[src/rtl/sync_fifo.sv]
`default_nettype none
// ============================================================================
// Module      : sync_fifo
// Description : Single-clock FIFO on an inferred simple dual-port RAM with a
//               registered read port. Supports standard read (FWFT=0) and
//               first-word-fall-through read (FWFT=1). Reports occupancy,
//               full/empty and almost-full/almost-empty status.
//               Optional sticky overflow/underflow flags are compiled in when
//               the macro SYNC_FIFO_ERR_EN is defined; otherwise both flags
//               read 0 and i_err_clr has no effect.
// Revision    : 1.0 - initial release
// ============================================================================
module sync_fifo #(
  parameter int unsigned DATA_WIDTH = 8,
  parameter int unsigned MEM_DEPTH  = 64,
  parameter int unsigned FWFT       = 1,
  parameter int unsigned AF_THRESH  = MEM_DEPTH - 4,
  parameter int unsigned AE_THRESH  = 4,
  parameter int unsigned ADDR_BITS  = $clog2(MEM_DEPTH)
) (
  input  logic                  i_clk,
  input  logic                  i_reset_n,
  input  logic                  i_wr_en,
  input  logic [DATA_WIDTH-1:0] i_wr_data,
  input  logic                  i_rd_en,
  output logic [DATA_WIDTH-1:0] o_rd_data,
  output logic                  o_full,
  output logic                  o_empty,
  output logic                  o_almost_full,
  output logic                  o_almost_empty,
  output logic [ADDR_BITS:0]    o_count,
  input  logic                  i_err_clr,
  output logic                  o_overflow,
  output logic                  o_underflow
);

  // Pointers carry one extra bit so that a full RAM (difference == MEM_DEPTH)
  // is distinguishable from an empty one (difference == 0).
  localparam logic [ADDR_BITS:0] c_DEPTH = (ADDR_BITS+1)'(MEM_DEPTH);
  localparam logic [ADDR_BITS:0] c_AF    = (ADDR_BITS+1)'(AF_THRESH);
  localparam logic [ADDR_BITS:0] c_AE    = (ADDR_BITS+1)'(AE_THRESH);

  // Storage array: no reset, so it maps onto block/distributed RAM.
  logic [DATA_WIDTH-1:0] mem_q [MEM_DEPTH];

  logic [ADDR_BITS:0]    wptr_q;
  logic [ADDR_BITS:0]    wptr_d;
  logic [ADDR_BITS:0]    rptr_q;
  logic [ADDR_BITS:0]    rptr_d;
  logic [DATA_WIDTH-1:0] rd_data_q;

  logic                  w_full;
  logic                  w_empty;
  logic                  w_wr_acc;
  logic                  w_rd_acc;
  logic                  w_ram_rd;
  logic [ADDR_BITS:0]    w_ram_cnt;
  logic [ADDR_BITS:0]    w_count;

  // Words currently held in the RAM (not yet moved to the output register).
  assign w_ram_cnt = wptr_q - rptr_q;

  // Request qualification: a full FIFO drops writes even when a pop happens on
  // the same edge; an empty FIFO ignores reads.
  assign w_full   = (w_count == c_DEPTH);
  assign w_wr_acc = i_wr_en && !w_full;
  assign w_rd_acc = i_rd_en && !w_empty;

  generate
    if (FWFT != 0) begin : g_fwft
      // The output register acts as a one-word prefetch stage. A RAM fetch is
      // issued whenever that stage is vacant or being popped, so a stream of
      // pops drains one word per cycle without bubbles.
      logic out_valid_q;
      logic out_valid_d;

      assign w_ram_rd = (w_ram_cnt != '0) && (!out_valid_q || w_rd_acc);
      assign w_empty  = !out_valid_q;
      assign w_count  = w_ram_cnt + (ADDR_BITS+1)'(out_valid_q);

      // Output-stage occupancy: filled by a fetch, vacated by a pop.
      always_comb begin
        out_valid_d = out_valid_q;
        if (w_ram_rd) begin
          out_valid_d = 1'b1;
        end else if (w_rd_acc) begin
          out_valid_d = 1'b0;
        end
      end

      // Output-stage valid register.
      always_ff @(posedge i_clk or negedge i_reset_n) begin
        if (!i_reset_n) begin
          out_valid_q <= 1'b0;
        end else begin
          out_valid_q <= out_valid_d;
        end
      end
    end else begin : g_std
      // Standard mode: each accepted read fetches directly into o_rd_data.
      assign w_ram_rd = w_rd_acc;
      assign w_empty  = (w_ram_cnt == '0);
      assign w_count  = w_ram_cnt;
    end
  endgenerate

  // Pointer next-state: advance on accepted write / RAM fetch.
  always_comb begin
    wptr_d = wptr_q + (ADDR_BITS+1)'(w_wr_acc);
    rptr_d = rptr_q + (ADDR_BITS+1)'(w_ram_rd);
  end

  // Pointer registers.
  always_ff @(posedge i_clk or negedge i_reset_n) begin
    if (!i_reset_n) begin
      wptr_q <= '0;
      rptr_q <= '0;
    end else begin
      wptr_q <= wptr_d;
      rptr_q <= rptr_d;
    end
  end

  // RAM write port.
  always_ff @(posedge i_clk) begin
    if (w_wr_acc) begin
      mem_q[wptr_q[ADDR_BITS-1:0]] <= i_wr_data;
    end
  end

  // RAM registered read port; this register drives o_rd_data directly and
  // holds its value between fetches.
  always_ff @(posedge i_clk or negedge i_reset_n) begin
    if (!i_reset_n) begin
      rd_data_q <= '0;
    end else if (w_ram_rd) begin
      rd_data_q <= mem_q[rptr_q[ADDR_BITS-1:0]];
    end
  end

`ifdef SYNC_FIFO_ERR_EN
  logic overflow_q;
  logic overflow_d;
  logic underflow_q;
  logic underflow_d;

  // Sticky error next-state: clear first so a coincident set wins.
  always_comb begin
    overflow_d  = overflow_q;
    underflow_d = underflow_q;
    if (i_err_clr) begin
      overflow_d  = 1'b0;
      underflow_d = 1'b0;
    end
    if (i_wr_en && w_full) begin
      overflow_d = 1'b1;
    end
    if (i_rd_en && w_empty) begin
      underflow_d = 1'b1;
    end
  end

  // Sticky error registers.
  always_ff @(posedge i_clk or negedge i_reset_n) begin
    if (!i_reset_n) begin
      overflow_q  <= 1'b0;
      underflow_q <= 1'b0;
    end else begin
      overflow_q  <= overflow_d;
      underflow_q <= underflow_d;
    end
  end

  assign o_overflow  = overflow_q;
  assign o_underflow = underflow_q;
`else
  // Error reporting compiled out; the clear input is intentionally unused.
  logic w_unused_err_clr;
  assign w_unused_err_clr = i_err_clr;
  assign o_overflow       = 1'b0;
  assign o_underflow      = 1'b0;
`endif

  assign o_rd_data      = rd_data_q;
  assign o_full         = w_full;
  assign o_empty        = w_empty;
  assign o_almost_full  = (w_count >= c_AF);
  assign o_almost_empty = (w_count <= c_AE);
  assign o_count        = w_count;

endmodule
`default_nettype wire

[config.mk]
export PLATFORM = sky130hd
export DESIGN_NAME = sync_fifo
export DESIGN_NICKNAME = d
export VERILOG_FILES = /design/src/rtl/sync_fifo.sv
export SDC_FILE = /design/constraint.sdc
export NUM_CORES = 1
export LEC_CHECK = 0
export ABC_CLOCK_PERIOD_IN_PS = 4800
export CAP_MARGIN = 0
export CELL_PAD_IN_SITES_DETAIL_PLACEMENT = 0
export CELL_PAD_IN_SITES_GLOBAL_PLACEMENT = 1
export CORE_ASPECT_RATIO = 0.8
export CORE_MARGIN = 1
export CORE_UTILIZATION = 50
export CTS_CLUSTER_DIAMETER = 80
export DETAILED_ROUTE_END_ITERATION = 10
export HOLD_SLACK_MARGIN = 0.03
export PLACE_DENSITY = 0.72
export SYNTH_ARGS = -nofsm -noshare
export SYNTH_HDL_FRONTEND = slang
export SYNTH_SLANG_ARGS = --single-unit
[constraint.sdc]
create_clock -name i_clk -period 4.8 [get_ports i_clk]
set_clock_uncertainty 0.1 [all_clocks]
set_input_delay 0.48 -clock i_clk [delete_from_list [all_inputs] [get_ports i_clk]]
set_output_delay 0.48 -clock i_clk [all_outputs]
set_load 0.01 [all_outputs]
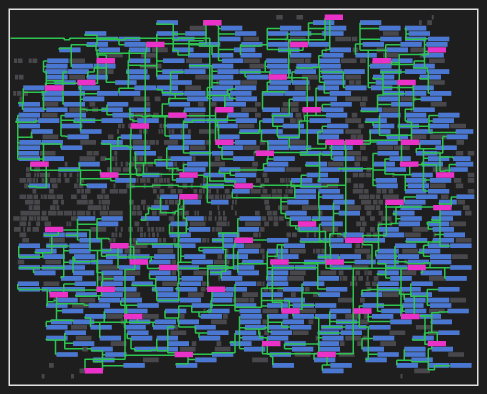
clock_map.png
Scale: 2 px per um.
Green stands for clock wires, length 6,050 um. Magenta stands for cells driving clock nets, count 51. Blue stands for flip-flops, count 535.
Position of the flops: all over the die. There are 52 routed clock nets.

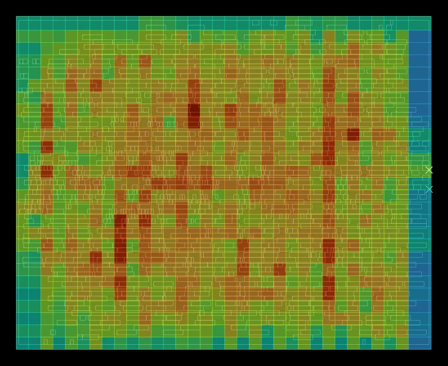
final_congestion.png
detailed-route wire length per cell: 27.3 um
GR Util met2: 32.7%
GRT Total Usage: 22.5%
Core Util, Final: 57.6%
grt met3 use: 3.40%

==> run_results.csv <==
group,metric,value,unit
worst_setup_path,slowest_delay,0.58,ns
run_status,status,"complete, but fails checks",
pwr,power-top-group,"combinational logic",
final_layout,drive_gt1_share,25.0,%
run_status,failed_checks,"DRC",
route,route.met3.wl,3.01,mm
worst_setup_path,path_delay_family,"AND-OR/OR-AND gates",
final_layout,nets,1176,
timing,rsz0062_at_grt,"false",
grt,grt_pass1_wl,71.0,mm
pwr,internal_power,10.0,mW
worst_setup_path,end_kind,"output port",
die,initial_core_util,50.9,%
final_layout,seq_area_share,65.8,%
route,drc,5,
worst_setup_path,crit_slowest_cell,"dfrtp_4",
worst_setup_path,critPathMaxFanout,35,
worst_setup_path,crit_type,"reg2out",
die,nWellTaps,552,
synth,ys_area,21400,um2
placement,placed_cell_area,22600,um2
synth,ys_warn_count,0,
cts,ctsHoldBuffers,0,
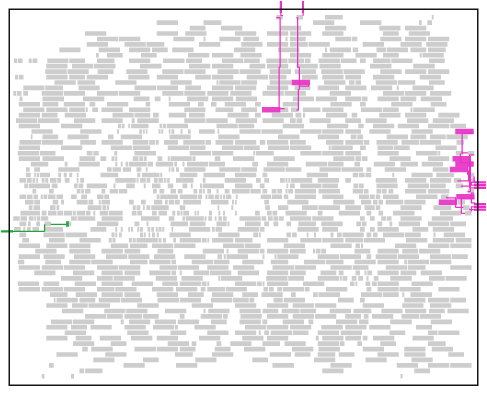
port_nets.png
Scale: 2 px per um.
Magenta stands for `o_rd_data`, bits 8, direction output, edge 6 right, 2 top, end cells 8, buffers 8, wire 261 um. Green stands for `i_rd_en`, bits 1, direction input, edge left, end cells 1, buffers 1, wire 28.2 um.

Power figures rest on the tool's default switching activity, not on a simulated workload.
